`config.mk`:
```
export PLATFORM = sky130hd
export DESIGN_NAME = vm2002_change_dispenser_flat
export DESIGN_NICKNAME = d
export VERILOG_FILES = /design/src/rtl/vm2002_change_dispenser_if.sv /design/src/rtl/vm2002_change_dispenser.sv /design/src/flat_wrapper.sv
export SDC_FILE = /design/constraint.sdc
export NUM_CORES = 1
export LEC_CHECK = 0
export CORE_ASPECT_RATIO = 1.75
export CORE_UTILIZATION = 47
export CTS_CLUSTER_DIAMETER = 100
export DETAILED_ROUTE_END_ITERATION = 16
export PLACE_DENSITY = 0.72
export SYNTH_ARGS = -nofsm -noshare
export SYNTH_HDL_FRONTEND = slang
export SYNTH_SLANG_ARGS = --single-unit
```
`constraint.sdc`:
```
create_clock -name clk -period 2.55 [get_ports clk]
set_input_delay 0.51 -clock clk [delete_from_list [all_inputs] [get_ports clk]]
set_output_delay 0.51 -clock clk [all_outputs]
set_load 0.01 [all_outputs]
```
`src/rtl/vm2002_change_dispenser_if.sv`:
```
// Signal bundle between the vm2002 coin controller (master) and the change dispenser (slave).
// Handshake: a change request transfers on a rising clk edge where chg_valid && chg_ready; load_valid is a one-cycle strobe.
interface vm2002_change_dispenser_if #(
    parameter int COIN_CNT_W = 6
);
    logic                  chg_valid;
    logic [15:0]           chg_amount;
    logic                  chg_ready;
    logic                  load_valid;
    logic [1:0]            load_coin;
    logic [3:0]            load_qty;
    logic [1:0]            coin_out;
    logic                  coin_strobe;
    logic                  busy;
    logic                  done;
    logic                  short;
    logic [15:0]           short_amt;
    logic [COIN_CNT_W-1:0] nickel_cnt;
    logic [COIN_CNT_W-1:0] dime_cnt;
    logic [COIN_CNT_W-1:0] quarter_cnt;

    modport master (
        output chg_valid, chg_amount, load_valid, load_coin, load_qty,
        input  chg_ready, coin_out, coin_strobe, busy, done, short, short_amt,
               nickel_cnt, dime_cnt, quarter_cnt
    );

    modport slave (
        input  chg_valid, chg_amount, load_valid, load_coin, load_qty,
        output chg_ready, coin_out, coin_strobe, busy, done, short, short_amt,
               nickel_cnt, dime_cnt, quarter_cnt
    );
endinterface

```
`src/rtl/vm2002_change_dispenser.sv`:
```
// Pays a change amount back greedily (quarter, dime, nickel) from an internal coin inventory,
// one coin strobe at a time, and reports whatever could not be paid.
module vm2002_change_dispenser #(
    parameter int COIN_CNT_W = 6,
    parameter int PULSE_GAP  = 2
) (
    input  logic                     clk,
    input  logic                     hrst_n,
    vm2002_change_dispenser_if.slave bus,
    output logic [2:0]               dbg_state_o
);
    typedef enum logic [2:0] {
        S_IDLE   = 3'd0,
        S_SELECT = 3'd1,
        S_EMIT   = 3'd2,
        S_GAP    = 3'd3,
        S_DONE   = 3'd4
    } state_e;

    localparam logic [1:0] C_NONE    = 2'b00;
    localparam logic [1:0] C_NICKEL  = 2'b01;
    localparam logic [1:0] C_DIME    = 2'b10;
    localparam logic [1:0] C_QUARTER = 2'b11;
    localparam logic [COIN_CNT_W-1:0] CNT_MAX  = '1;
    localparam logic [7:0]            GAP_LAST = (PULSE_GAP > 0) ? 8'(PULSE_GAP - 1) : 8'd0;

    state_e                state_q, state_d;
    logic [15:0]           rem_q, rem_d;
    logic [1:0]            coin_q, coin_d;
    logic [7:0]            gap_q, gap_d;
    logic [COIN_CNT_W-1:0] nick_q, nick_d, dime_q, dime_d, quar_q, quar_d;
    logic                  short_q, short_d;
    logic [15:0]           short_amt_q, short_amt_d;

    function automatic logic [COIN_CNT_W-1:0] sat_add(input logic [COIN_CNT_W-1:0] cnt,
                                                      input logic [3:0] qty);
        logic [COIN_CNT_W+4:0] sum;
        sum = {5'd0, cnt} + {{(COIN_CNT_W+1){1'b0}}, qty};
        return (sum > {5'd0, CNT_MAX}) ? CNT_MAX : sum[COIN_CNT_W-1:0];
    endfunction

    function automatic logic [15:0] coin_value(input logic [1:0] coin);
        case (coin)
            C_QUARTER: return 16'd25;
            C_DIME:    return 16'd10;
            C_NICKEL:  return 16'd5;
            default:   return 16'd0;
        endcase
    endfunction

    always_ff @(posedge clk or negedge hrst_n) begin
        if (!hrst_n) begin
            state_q     <= S_IDLE;
            rem_q       <= '0;
            coin_q      <= C_NONE;
            gap_q       <= '0;
            nick_q      <= '0;
            dime_q      <= '0;
            quar_q      <= '0;
            short_q     <= 1'b0;
            short_amt_q <= '0;
        end else begin
            state_q     <= state_d;
            rem_q       <= rem_d;
            coin_q      <= coin_d;
            gap_q       <= gap_d;
            nick_q      <= nick_d;
            dime_q      <= dime_d;
            quar_q      <= quar_d;
            short_q     <= short_d;
            short_amt_q <= short_amt_d;
        end
    end

    always_comb begin
        state_d     = state_q;
        rem_d       = rem_q;
        coin_d      = coin_q;
        gap_d       = gap_q;
        nick_d      = nick_q;
        dime_d      = dime_q;
        quar_d      = quar_q;
        short_d     = short_q;
        short_amt_d = short_amt_q;
        case (state_q)
            S_IDLE: begin
                // A refill and an accept in the same cycle both land; SELECT sees the new count.
                if (bus.load_valid) begin
                    case (bus.load_coin)
                        C_NICKEL:  nick_d = sat_add(nick_q, bus.load_qty);
                        C_DIME:    dime_d = sat_add(dime_q, bus.load_qty);
                        C_QUARTER: quar_d = sat_add(quar_q, bus.load_qty);
                        default:   ;
                    endcase
                end
                if (bus.chg_valid) begin
                    rem_d       = bus.chg_amount;
                    short_d     = 1'b0;
                    short_amt_d = '0;
                    state_d     = S_SELECT;
                end
            end
            S_SELECT: begin
                if (rem_q >= 16'd25 && quar_q != '0) begin
                    coin_d  = C_QUARTER;
                    state_d = S_EMIT;
                end else if (rem_q >= 16'd10 && dime_q != '0) begin
                    coin_d  = C_DIME;
                    state_d = S_EMIT;
                end else if (rem_q >= 16'd5 && nick_q != '0) begin
                    coin_d  = C_NICKEL;
                    state_d = S_EMIT;
                end else begin
                    // Remainder is final here, so publish it so it is valid alongside done.
                    short_d     = (rem_q != 16'd0);
                    short_amt_d = rem_q;
                    state_d     = S_DONE;
                end
            end
            S_EMIT: begin
                rem_d = rem_q - coin_value(coin_q);
                case (coin_q)
                    C_NICKEL:  nick_d = nick_q - 1'b1;
                    C_DIME:    dime_d = dime_q - 1'b1;
                    C_QUARTER: quar_d = quar_q - 1'b1;
                    default:   ;
                endcase
                gap_d   = '0;
                state_d = (PULSE_GAP > 0) ? S_GAP : S_SELECT;
            end
            S_GAP: begin
                if (gap_q == GAP_LAST) state_d = S_SELECT;
                else                   gap_d   = gap_q + 8'd1;
            end
            S_DONE:  state_d = S_IDLE;
            default: state_d = S_IDLE;
        endcase
    end

    assign bus.chg_ready   = (state_q == S_IDLE);
    assign bus.busy        = (state_q != S_IDLE);
    assign bus.coin_strobe = (state_q == S_EMIT);
    assign bus.coin_out    = (state_q == S_EMIT) ? coin_q : C_NONE;
    assign bus.done        = (state_q == S_DONE);
    assign bus.short       = short_q;
    assign bus.short_amt   = short_amt_q;
    assign bus.nickel_cnt  = nick_q;
    assign bus.dime_cnt    = dime_q;
    assign bus.quarter_cnt = quar_q;
    assign dbg_state_o     = state_q;
endmodule

```
`src/flat_wrapper.sv`:
```
// flat-port wrapper written by rule: the top's interface ports become plain ports
module vm2002_change_dispenser_flat 
#(
    parameter int COIN_CNT_W = 6,
    parameter int PULSE_GAP  = 2
)
  (clk, hrst_n, dbg_state_o, bus_chg_valid, bus_chg_amount, bus_load_valid, bus_load_coin, bus_load_qty, bus_chg_ready, bus_coin_out, bus_coin_strobe, bus_busy, bus_done, bus_short, bus_short_amt, bus_nickel_cnt, bus_dime_cnt, bus_quarter_cnt);
  vm2002_change_dispenser_if #(.COIN_CNT_W(COIN_CNT_W)) bus_i ();
  input  logic clk;
  input  logic hrst_n;
  output logic [2:0] dbg_state_o;
  input wire logic [$bits(bus_i.chg_valid)-1:0] bus_chg_valid;
  input wire logic [$bits(bus_i.chg_amount)-1:0] bus_chg_amount;
  input wire logic [$bits(bus_i.load_valid)-1:0] bus_load_valid;
  input wire logic [$bits(bus_i.load_coin)-1:0] bus_load_coin;
  input wire logic [$bits(bus_i.load_qty)-1:0] bus_load_qty;
  output wire logic [$bits(bus_i.chg_ready)-1:0] bus_chg_ready;
  output wire logic [$bits(bus_i.coin_out)-1:0] bus_coin_out;
  output wire logic [$bits(bus_i.coin_strobe)-1:0] bus_coin_strobe;
  output wire logic [$bits(bus_i.busy)-1:0] bus_busy;
  output wire logic [$bits(bus_i.done)-1:0] bus_done;
  output wire logic [$bits(bus_i.short)-1:0] bus_short;
  output wire logic [$bits(bus_i.short_amt)-1:0] bus_short_amt;
  output wire logic [$bits(bus_i.nickel_cnt)-1:0] bus_nickel_cnt;
  output wire logic [$bits(bus_i.dime_cnt)-1:0] bus_dime_cnt;
  output wire logic [$bits(bus_i.quarter_cnt)-1:0] bus_quarter_cnt;
  assign bus_i.chg_valid = bus_chg_valid;
  assign bus_i.chg_amount = bus_chg_amount;
  assign bus_i.load_valid = bus_load_valid;
  assign bus_i.load_coin = bus_load_coin;
  assign bus_i.load_qty = bus_load_qty;
  assign bus_chg_ready = bus_i.chg_ready;
  assign bus_coin_out = bus_i.coin_out;
  assign bus_coin_strobe = bus_i.coin_strobe;
  assign bus_busy = bus_i.busy;
  assign bus_done = bus_i.done;
  assign bus_short = bus_i.short;
  assign bus_short_amt = bus_i.short_amt;
  assign bus_nickel_cnt = bus_i.nickel_cnt;
  assign bus_dime_cnt = bus_i.dime_cnt;
  assign bus_quarter_cnt = bus_i.quarter_cnt;
  vm2002_change_dispenser #(.COIN_CNT_W(COIN_CNT_W), .PULSE_GAP(PULSE_GAP)) u_core (.clk(clk), .hrst_n(hrst_n), .bus(bus_i), .dbg_state_o(dbg_state_o));
endmodule
```
### Cells colored by class, run 1

The bar under the picture is 20 microns long.
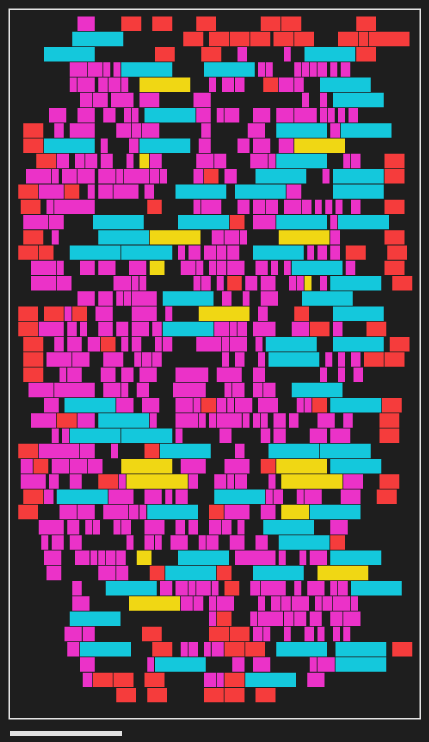
Key: red = other buffers and delay cells [cells 91, share of their area 16%]; magenta = all other logic [cells 382, share of their area 47%]; cyan = flip-flops [cells 64, share of their area 30%]; yellow = clock drivers and dummy loads [cells 16, share of their area 6.1%]
Seq/total area: 0.297
final design area excluding fillers: 5400 sq um
Placement Rows: 45
standard cell core area: 8610 sq um
final core utilization: 0.627

### Clock wiring as the flow saved it, run 1

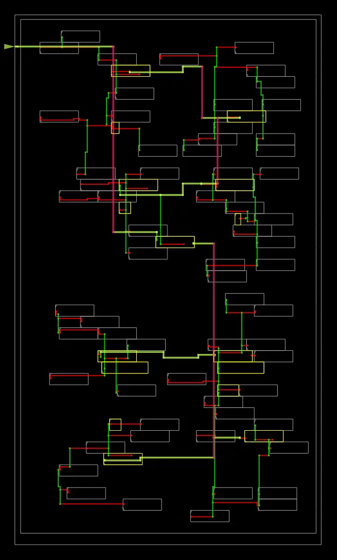
Seq cells: 64
power consumed by the clock network: 1340 uW

### Selected gate families, run 1

The bar under the picture is 20 microns long.
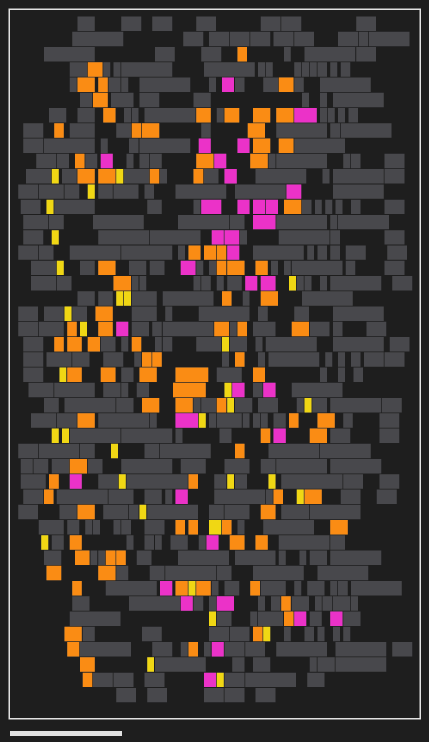
Key: magenta = AND and OR gates [cells 34, most used or3_1]; yellow = inverters [cells 32, most used inv_1]; orange = inverting AOI/OAI gates [cells 95, most used a21oi_1]
most common library cell in the layout ignoring fill and taps: sky130_fd_sc_hd__clkdlybuf4s50_1
fraction of area in multi-input gates: 0.434
Non-Filler Instances: 670

==> results.txt, run 1 <==
This note records the results obtained with Yosys and OpenROAD.

Finish
The number of non-clock buffers in the layout is 91. The combinational gate area is 2340 sq um. The fraction of final cell area spent on non-clock buffers in this run is 0.160.

The number of non-clock inverters is 32. Relative to the synthesized area, the layout overhead comes to 30.3%. Measured on the final layout, the clock distribution area share stands at 0.0598. The multi-input combinational gate total is 350. The clock buffers instantiated in the layout total 11. At the end of the flow, the number of nets in the layout was 603.

The cell type taking the most area is multi-input combinational cells. The antenna diode instance count is 0. The sequential cell area in the final layout is 1600 sq um. The share of layout cells above drive strength 1 is 0.116.

Ranking logic cells in the layout by count gives the top entries 68 x sky130_fd_sc_hd__clkdlybuf4s50_1, 64 x sky130_fd_sc_hd__dfrtp_1, 53 x sky130_fd_sc_hd__nand2_1, 41 x sky130_fd_sc_hd__nor2_1. The count of filler cells inserted in the layout is 749.

Detailed routing
The first detailed-routing pass took 4 iterations. After detailed routing, the total wire length is 10,300 microns. In the detailed route, the total length drawn on met2 is between 5000 and 6000 microns.

The detailed router finished its first iteration with around 230 violations. The routed design shows a wire length per standard cell of about 15 microns. The total via count in the routed design is around 3,800. The top layer reached by signal wires is met4. Per the detail_route log, met3 wirelength is between 300 and 400 microns. In this run the remaining antenna-violating nets after routing total 0. In the routed design, unresolved DRC markers number 0. After detailed routing, the wire length on met1 is 4170 microns. The script logs the ratio of routed vias to standard cells as 5.62.

Global routing
The first-pass GRT wire length is around 17,000 microns. The via count of the first global-routing pass is 3,629. Entering global routing, the biggest net connects 65 pins. The global router's overall resource usage is 0.239. For met3 alone, demand over resource in global routing was 0.0544. The most used routing layer in global routing is met2. The global-route congestion overflow total is 0. The met1 usage is 0.264. The number of antenna violations at the first check in global routing came to 0.

The global routing report lists met2 layer usage as 0.417.

Worst setup path
The timing report gives the biggest stage delay along the critical path as 0.56 ns. The critical path goes through and2b_2 > nand2_1 > buf_4 > nor2_1 > clkdlybuf4s50_1. In this run the critical register-to-register path is launched from u_core.rem_q[7]. Counting cells, the worst reg-to-reg path comes to 7. The type of destination of the critical path is an output port.

The number of cells on the critical path is 5. The worst setup path is launched from a flop. In this run the worst setup path begins at u_core.dbg_state_o[2]. STA reports a reg2reg setup slack of 0.15 ns. For the worst reg-to-reg path, the endpoint reported by OpenROAD is u_core.bus.short_amt[13]. The signal arrival time at the worst endpoint is 1.96 ns.

On the critical path, the stage with the largest delay is an instance of sky130_fd_sc_hd__clkdlybuf4s50_1. Per STA, the worst path accumulates the most delay in the family buffers and inverters. The largest driver fanout on the critical path is 9. The critical path data required time is between 2 and 2.5 ns. The number of buffers and inverters on the critical path is 2. The worst setup path category is flop to output port. The critical path ends at bus_coin_out[1].

Placed design
Once placement completed, the tool counted placed cells totaling 654. The HPWL after detailed placement is between 7000 and 8000 microns. In this run the tool buffered the top-level ports with 69 buffer cells. The congestion estimate from routability-driven global placement came to a little under 0.9. The pre-CTS setup check shows a worst slack of -0.104 ns. The placement stage leaves a total instance area of 5070 sq um.

Logic synthesis
After synthesis, the cell types taking the most area are sky130_fd_sc_hd__dfrtp_1 39%, sky130_fd_sc_hd__ha_1 7.5%, sky130_fd_sc_hd__nand2_1 4.8%. The cell type contributing the most total cell area after synthesis is sky130_fd_sc_hd__dfrtp_1. The count of flip-flops with a built-in enable after synthesis is 0. The count of state elements after synthesis is between 60 and 70. Counting flops with an async set or reset pin after synthesis yields a share of 1.00. The share of the Yosys chip area taken by registers is 0.386. Of the total synthesized cell area, the portion taken by XOR and XNOR cells is 0.0275. The area fraction in and, or, nand and nor cells is 0.226. The number of nets at floorplan is 517. The compound-gate portion of the synthesized area is 0.211. The synthesized area per cell is 8.97 sq um. The area fraction in mux cells is 0.00513. The yosys synthesis chip area is 4140 sq um.

In the synthesized netlist, the cells that appear most often are 64 x sky130_fd_sc_hd__dfrtp_1, 53 x sky130_fd_sc_hd__nand2_1, 41 x sky130_fd_sc_hd__nor2_1. The synthesis report names the predominant flop master as sky130_fd_sc_hd__dfrtp_1. For this run the top cell type by instance count after synthesis was sky130_fd_sc_hd__dfrtp_1.

The mapped netlist covers between 4000 and 5000 sq um. Counting the warning lines in the Yosys log gives 0. The main combinational cell family by area after synthesis is simple AND/OR/NAND/NOR gates. The arithmetic-cell share of the synthesized area counting full adders, half adders and majority gates is 0.0948. In the synthesized netlist, the number of instances is 462.

The area share of the largest cell type after synthesis is 0.386. The netlist uses 65 different library cells. The number of cells in the yosys synthesis report is 462.

Clocking
The number of buffers created by CTS is 9. The later pin in the worst-skew pair is clocked with a latency of 0.34 ns. The post-CTS hold buffer count recorded in the log is 0.

The clock transition at the registers of the reported paths is 0.05 ns. The root buffer cell chosen for the clock tree is sky130_fd_sc_hd__clkbuf_16. The deepest clock path buffer count is 2. Once the clock tree was built, the setup fixing pass inserted 0 buffers. The deepest level of the CTS H-tree is 3. The clock tree from TritonCTS is done. The number of gates resized after CTS was 1. The number of clock sinks is 64.

Power and ir drop
The power in sequential cells is 1900 uW. The part of the total power dissipated in sequential elements is 0.297. The leakage dissipation is ~0.0024 uW. The share of total power dissipated in combinational logic is 0.494. The group drawing the most power is combinational cells. The total power of the final layout is 6400 uW.

The power dissipated in combinational cells is 3170 uW. The clock network fraction of design power is 0.209. IR analysis of the VDD net gives a maximum drop of 0.715 mV. The fraction of power spent switching nets is 0.401. Summed over all nets, the switching power comes to approximately 2600 uW. The internal portion of total power is 3830 uW. Power spread over the standard cell area amounts to between 1000 and 1500 nW/um^2.

Floorplan
The die extent in y is approximately 130 microns. The tap cell count is 117. The share of the core area taken by cells at floorplan is 0.481.

According to the floorplan report, the total die area is 9210 sq um. Measured along the x axis, the die boundary spans 73.0 microns. The number of top-level design ports is 70.

STA
The number of endpoints failing setup at the final stage is 0. The worst path needs ~2.5 ns of the cycle, external delays included. Setup repair after global routing left no endpoint under its margin. The relative max-transition margin is 0.616. The worst path setup slack after routing is 0.0817 ns. Hold-check failures listed in the final report amount to 0. The worst-case hold slack is around 0.15 ns. The final critical-path share of the clock period is 0.968.

In the final timing run, aggregate negative setup slack is 0 ns. The final timing report lists a max-slew violation count of 0. Derived from the worst setup path, the maximum achievable clock frequency is 405 MHz. The pin closest to its max-slew limit shows a slew of 0.572 ns. The clock arrives with roughly 0.0068 ns of skew.

Min path
The classification of the worst-slack hold path is primary input to asynchronous set/reset pin.

Outcome
The flow ran to the end, and the final reports show no timing, DRC or antenna violations.

Run
The number of max-cap violations is 0. The stage logs contain a warning count of 30.
### Routed clock nets over the placement, run 1

The bar under the picture is 20 microns long.
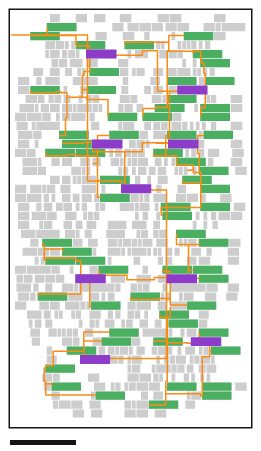

==> inputs of run 2 (changes only) <==
--- a/config.mk
+++ b/config.mk
@@ -7,6 +7,7 @@
 export LEC_CHECK = 0
 export CORE_ASPECT_RATIO = 1.75
 export CORE_UTILIZATION = 47
+export CTS_BUF_LIST = sky130_fd_sc_hd__clkbuf_8
 export CTS_CLUSTER_DIAMETER = 100
 export DETAILED_ROUTE_END_ITERATION = 16
 export PLACE_DENSITY = 0.72
### Routed clock nets over the placement, run 2

The bar under the picture is 20 microns long.
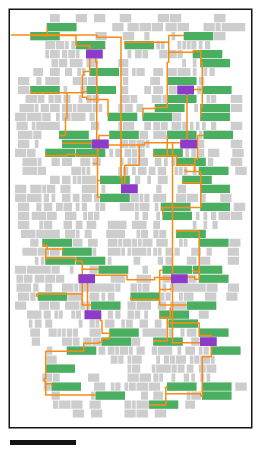
Key: purple = cells driving clock nets [count 9]; orange = clock wires [length 875 microns]; green = flip-flops [count 64]
Position of the flops: all over the die. There are 10 routed clock nets.
Clock Latency Late Sink: 0.35 ns
maximum clock skew at final layout: 0.00814 ns
share of power burned in the clock network: 0.162

### Floorplan with the power grid, run 2

Pins as bars on the die edge. Tap cells in gray.
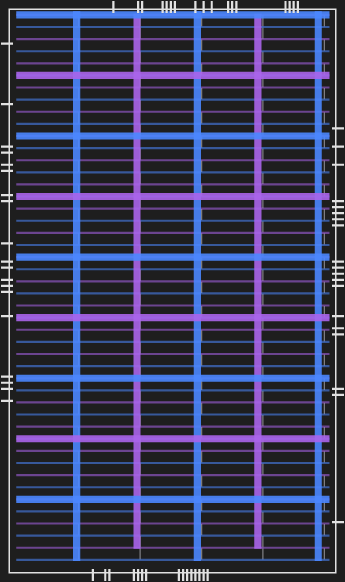
Key: purple = VDD; blue = VSS
46 met1 rails follow the rows. 117 tap cells. 70 signal pins sit on the boundary. 9 straps on met5. The core has 45 rows.
Chip Width: 73.0 microns
die outline height: 126 microns
largest vdd supply drop: 0.659 mV

### Selected gate families, run 2

The bar under the picture is 20 microns long.
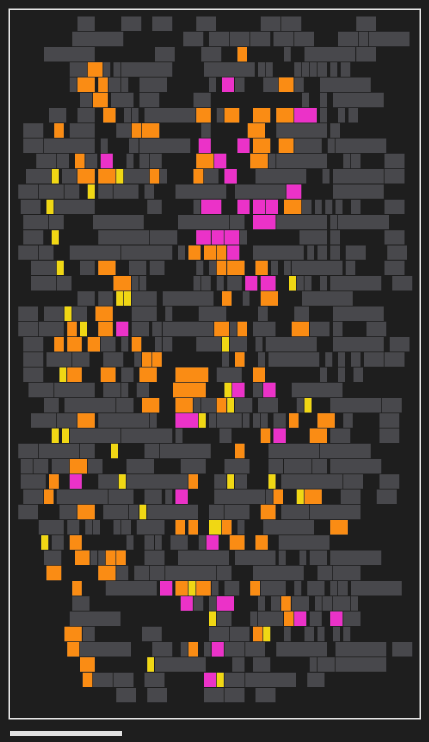
Key: magenta = AND and OR gates [cells 34, most used or3_1]; orange = inverting AOI/OAI gates [cells 95, most used a21oi_1]; yellow = inverters [cells 32, most used inv_1]
fraction of area in multi-input gates: 0.442

==> results.txt, run 2 <==
This note records the results obtained with Yosys and OpenROAD.

Finish
The number of non-clock buffers in the layout is 91 (unchanged). The count of filler cells inserted in the layout was 764 (+2.0%). The fraction of area in non-clock buffers is 0.163 (+0.00306).

Counting only logic cells after layout, the most numerous master is sky130_fd_sc_hd__clkdlybuf4s50_1. The final instance count without filler cells is 670 (unchanged). By instance count after routing, the leading logic cell types are 68 x sky130_fd_sc_hd__clkdlybuf4s50_1, 64 x sky130_fd_sc_hd__dfrtp_1, 53 x sky130_fd_sc_hd__nand2_1, 41 x sky130_fd_sc_hd__nor2_1, 30 x sky130_fd_sc_hd__inv_1. The combinational gate area is 2340 sq um (unchanged).

The area growth from synthesis to layout is 27.8%. The final cell utilization of the core is 0.615 (-0.0118). The multi-input combinational gate total is 350 (unchanged). The register fraction of the total cell area was 0.302 (+0.00568). The sequential cell area in the final layout is 1600 sq um (unchanged). The clock network area share was 0.0418 (-0.0180). The share of layout cells above drive strength 1 came to 0.116 (unchanged). The number of clock buffers in the layout is 10 (-1). The largest cell class by area is multi-input combinational cells.

Detailed routing
The initial DRC count was 236 (+3.5%). The routed wirelength normalized by instance count came to 15.2 microns (-0.75%). After detailed routing, no signal wire sits above met4. The detailed-routed wire length on met2 is 5350 microns (-1.6%). The total DRC errors in the routed layout is 0 (unchanged). The iteration count of the initial detailed-routing pass was 6 (+2).

The post-detailed-route count of antenna-violating nets came to 0 (unchanged). The post-route met1 wirelength was 4160 microns (-0.12%).

Worst setup path
The capture point of the worst reg-to-reg path is u_core.bus.short_amt[13]. Per STA, the startpoint of the critical path is u_core.dbg_state_o[2]. The signal arrival time at the worst endpoint came to 1.97 ns (about the same). The critical path data required time is 2.04 ns (about the same). The largest driver fanout on the critical path is 9 (unchanged). The type of destination of the critical path is an output port.

The type of element launching the critical path is a flop. Among cell families on the critical path, the largest total delay comes from buffers and inverters. The worst setup path category is flop to output port. The number of cells on the critical path is 5 (unchanged).

STA
The minimum clock period after layout is 2.48 ns (+0.0160 ns). The worst-margin pin slew is 0.585 ns (+0.0128 ns). The worst-case hold slack is 0.133 ns (-0.0205 ns).

The maximum clock frequency was 403 MHz (-0.64%). The number of endpoints failing setup at the final stage is 0 (unchanged). The hold violation count in the final report is 0 (unchanged). The worst path setup slack after routing was 0.0657 ns (-0.0160 ns). Setup repair after global routing left no endpoint under its margin.

The relative max-transition margin is 0.607 (-0.00861).

Placed design
The cell area after placement came to 5070 sq um (unchanged). The count of input and output buffers is 69 (unchanged). The instance count after placement with tap cells included came to 654 (unchanged).

Clocking
The clock root buffer is sky130_fd_sc_hd__clkbuf_8. The number of buffers created by CTS is 9 (unchanged). The number of hold-repair buffers added at the cts stage is 0 (unchanged). The deepest clock path buffer count is 2 (unchanged). TritonCTS built the clock tree. The clock transition at the registers of the reported paths is 0.07 ns (+0.02 ns).

The deepest level of the CTS H-tree was 3 (unchanged).

Power and ir drop
The total power of the final layout is 6040 uW (-5.6%). The internal portion of total power is 3520 uW (-8.1%). The group drawing the most power is combinational cells. The power density over the cells came to 1140 nW/um^2 (-3.8%).

The part of the total power dissipated in sequential elements is 0.315 (+0.018). The switching power came to 2520 uW (-1.9%). The power attributed to the clock group is 978 uW (-27%).

The fraction of power consumed by combinational cells is 0.523 (+0.029).

Logic synthesis
The number of cells in the yosys synthesis report came to 462 (unchanged). The area fraction in mux cells is 0.00513 (unchanged). The synthesized design spends more area on one cell type than any other, namely sky130_fd_sc_hd__dfrtp_1. The count of state elements after synthesis is 64 (unchanged).

The most numerous cell in the Yosys netlist is sky130_fd_sc_hd__dfrtp_1. Looking at the cell usage after synthesis, the top flip-flop cell is sky130_fd_sc_hd__dfrtp_1. The area share of the largest cell type after synthesis is 0.386 (unchanged). The number of nets at floorplan was 517 (unchanged). The number of warnings printed during yosys synthesis is 0 (unchanged). The count of flip-flops with a built-in enable after synthesis is 0 (unchanged).

The area fraction in and, or, nand and nor cells is 0.226 (unchanged). The yosys synthesis chip area was 4140 sq um (unchanged). The arithmetic-cell share of the synthesized area counting full adders, half adders and majority gates is 0.0948 (unchanged). After synthesis, the most frequently instantiated cells are 64 x sky130_fd_sc_hd__dfrtp_1, 53 x sky130_fd_sc_hd__nand2_1, 41 x sky130_fd_sc_hd__nor2_1. The sequential share of the synthesized area is 0.386 (unchanged). The compound-gate portion of the synthesized area is 0.211 (unchanged). The summed instance area of the synthesized netlist is 4140 sq um (unchanged).

Run
The number of logged tool warnings is 30 (unchanged).

Outcome
The run finished with clean final reports.

Global routing
The largest net degree at the start of global routing is 65 (unchanged). The global router's overall resource usage was 0.235 (-0.00371). The met2 demand-to-capacity share in global routing is 0.411 (-0.00599).

The met3 demand-to-capacity share in global routing is 0.0408 (-0.0136). The via count of the first global-routing pass is 3,627 (-0.055%). The met1 usage came to 0.261 (-0.00231). The number of antenna violations at the first check in global routing is 0 (unchanged).

Floorplan
The tap cell count is 117 (unchanged). The chip area came to 9210 sq um (unchanged).

Min path
The classification of the worst-slack hold path is primary input to asynchronous set/reset pin.
==> inputs of run 3 (changes only) <==
--- a/config.mk
+++ b/config.mk
@@ -11,6 +11,8 @@
 export CTS_CLUSTER_DIAMETER = 100
 export DETAILED_ROUTE_END_ITERATION = 16
 export PLACE_DENSITY = 0.72
+export SKIP_CTS_REPAIR_TIMING = 1
+export SLEW_MARGIN = 20
 export SYNTH_ARGS = -nofsm -noshare
 export SYNTH_HDL_FRONTEND = slang
 export SYNTH_SLANG_ARGS = --single-unit
### Cells colored by class, run 3

The bar under the picture is 20 microns long.
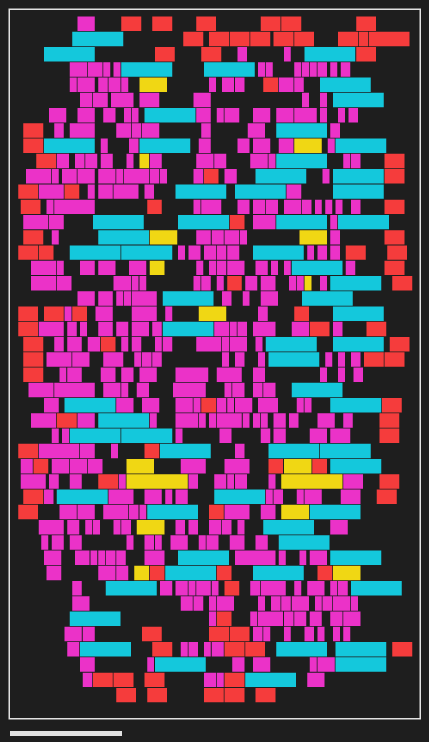
Key: red = other buffers and delay cells [cells 91, share of their area 17%]; cyan = flip-flops [cells 64, share of their area 31%]; yellow = clock drivers and dummy loads [cells 16, share of their area 4.3%]; magenta = all other logic [cells 382, share of their area 48%]
final core utilization: 0.615
Seq/total area: 0.302
final design area excluding fillers: 5300 sq um

### Routed clock nets over the placement, run 3

The bar under the picture is 20 microns long.
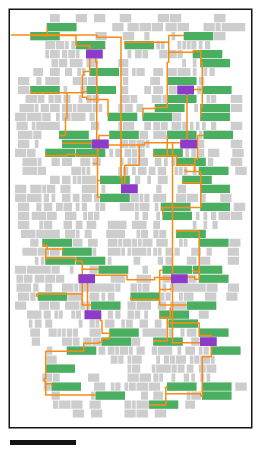
Key: purple = cells driving clock nets [count 9]; green = flip-flops [count 64]; orange = clock wires [length 875 microns]
Position of the flops: all over the die. There are 10 routed clock nets.
power consumed by the clock network: 978 uW

### Clock wiring as the flow saved it, run 3

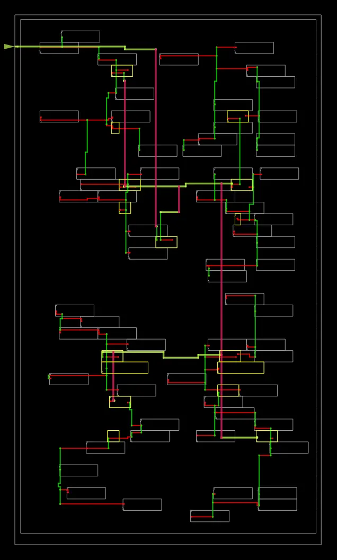
clock buffer count in the final layout: 10
Clock Sink Count: 64
clock buffer count from CTS: 9

==> results.txt, run 3 <==
This note records the results obtained with Yosys and OpenROAD.

Floorplan
The tap cell count is 117 (unchanged). The chip area is 9210 sq um (unchanged). The die extent in y is 126 microns (unchanged).

The width of the chip is 73.0 microns (unchanged).

Placed design
The cell area after placement came to 5070 sq um (unchanged). The instance count after placement with tap cells included is 654 (unchanged). The count of input and output buffers is 69 (unchanged).

Worst setup path
The type of destination of the critical path is an output port. The critical path data required time was 2.04 ns (about the same). In this run the critical register-to-register path is captured at u_core.bus.short_amt[13]. In this design, the largest share of critical-path delay is due to buffers and inverters.

The worst setup path category is flop to output port. The type of element launching the critical path is a flop. The signal arrival time at the worst endpoint is 1.97 ns (about the same). The timing report shows that the slowest cell on the worst path is sky130_fd_sc_hd__clkdlybuf4s50_1. The beginning of the critical path is u_core.dbg_state_o[2]. The number of cells on the critical path is 5 (unchanged).

The largest driver fanout on the critical path came to 9 (unchanged).

Logic synthesis
The number of warnings printed during yosys synthesis is 0 (unchanged). The arithmetic-cell share of the synthesized area counting full adders, half adders and majority gates is 0.0948 (unchanged). The area share of the largest cell type after synthesis is 0.386 (unchanged). The yosys synthesis chip area is 4140 sq um (unchanged). The number of nets at floorplan is 517 (unchanged). The area fraction in mux cells is 0.00513 (unchanged).

The count of state elements after synthesis is 64 (unchanged). The most numerous cell in the Yosys netlist is sky130_fd_sc_hd__dfrtp_1. The number of cells in the yosys synthesis report was 462 (unchanged). The sequential share of the synthesized area is 0.386 (unchanged). In the synthesized netlist, the cells that appear most often are 64 x sky130_fd_sc_hd__dfrtp_1, 53 x sky130_fd_sc_hd__nand2_1, 41 x sky130_fd_sc_hd__nor2_1. The compound-gate portion of the synthesized area is 0.211 (unchanged).

The area fraction in and, or, nand and nor cells is 0.226 (unchanged). In the synthesized netlist the dominant register cell turns out to be sky130_fd_sc_hd__dfrtp_1. The summed instance area of the synthesized netlist is 4140 sq um (unchanged). The count of flip-flops with a built-in enable after synthesis was 0 (unchanged). The cell type contributing the most total cell area after synthesis is sky130_fd_sc_hd__dfrtp_1.

Clocking
The clock transition at the registers of the reported paths is 0.07 ns (about the same). The deepest clock path buffer count is 2 (unchanged). The clock root buffer is sky130_fd_sc_hd__clkbuf_8. The deepest level of the CTS H-tree is 3 (unchanged).

The clock tree from TritonCTS is done.

Finish
The sequential cell area in the final layout came to 1600 sq um (unchanged). In the layout the commonest cells are 68 x sky130_fd_sc_hd__clkdlybuf4s50_1, 64 x sky130_fd_sc_hd__dfrtp_1, 53 x sky130_fd_sc_hd__nand2_1, 41 x sky130_fd_sc_hd__nor2_1, 30 x sky130_fd_sc_hd__inv_1. The clock network area share is 0.0418 (unchanged). The fraction of area in non-clock buffers came to 0.163 (unchanged). The fraction of area in multi-input gates was 0.442 (unchanged). The count of filler cells inserted in the layout is 764 (unchanged).

The multi-input combinational gate total came to 350 (unchanged). Per the cell usage report, the commonest logic cell in the layout is sky130_fd_sc_hd__clkdlybuf4s50_1. The final instance count without filler cells came to 670 (unchanged). The share of layout cells above drive strength 1 is 0.116 (unchanged). The combinational gate area is 2340 sq um (unchanged). The number of non-clock buffers in the layout is 91 (unchanged).

Power and ir drop
The group drawing the most power is combinational cells. The fraction of power consumed by combinational cells is 0.523 (about the same). The internal portion of total power is 3520 uW (unchanged). In this run, power in combinational logic comes to 3160 uW. The clock network fraction of design power came to 0.162 (about the same). The switching power is 2520 uW (unchanged). The maximum resistive drop on vdd is 0.659 mV (unchanged). The total power of the final layout is 6040 uW (unchanged). The part of the total power dissipated in sequential elements was 0.315 (about the same).

The power density over the cells is 1140 nW/um^2 (unchanged).

STA
The maximum clock frequency is 403 MHz (unchanged). The worst-margin pin slew is 0.585 ns (unchanged). Setup repair after global routing left no endpoint under its margin. The setup total negative slack is 0 ns. The relative max-transition margin is 0.607 (unchanged). The final clock skew was 0.00814 ns (unchanged). The number of endpoints failing setup at the final stage is 0 (unchanged). The worst-case hold slack is 0.133 ns (unchanged). The minimum clock period after layout is 2.48 ns (unchanged).

The worst path setup slack after routing was 0.0657 ns (unchanged). The hold violation count in the final report is 0 (unchanged).

Global routing
The largest net degree at the start of global routing is 65 (unchanged). The met2 demand-to-capacity share in global routing was 0.411 (unchanged). The met3 demand-to-capacity share in global routing was 0.0408 (unchanged).

The met1 usage is 0.261 (unchanged). The number of antenna violations at the first check in global routing is 0 (unchanged). The via count of the first global-routing pass was 3,627 (unchanged).

The global router's overall resource usage is 0.235 (unchanged).

Detailed routing
The post-route met1 wirelength is 4160 microns (unchanged). The iteration count of the initial detailed-routing pass came to 6 (unchanged). The top layer reached by signal wires is met4. The post-detailed-route count of antenna-violating nets is 0 (unchanged). The routed wirelength normalized by instance count is 15.2 microns (unchanged). The detailed-routed wire length on met2 is 5350 microns (unchanged). The total DRC errors in the routed layout is 0 (unchanged). The initial DRC count is 236 (unchanged).

Min path
In this run the worst hold path is classified as primary input to asynchronous set/reset pin.

Run
The number of logged tool warnings is 30 (unchanged).

Outcome
The flow ran to the end, and the final reports show no timing, DRC or antenna violations.
No activity file was given, so power comes from the tool's default toggle rates.
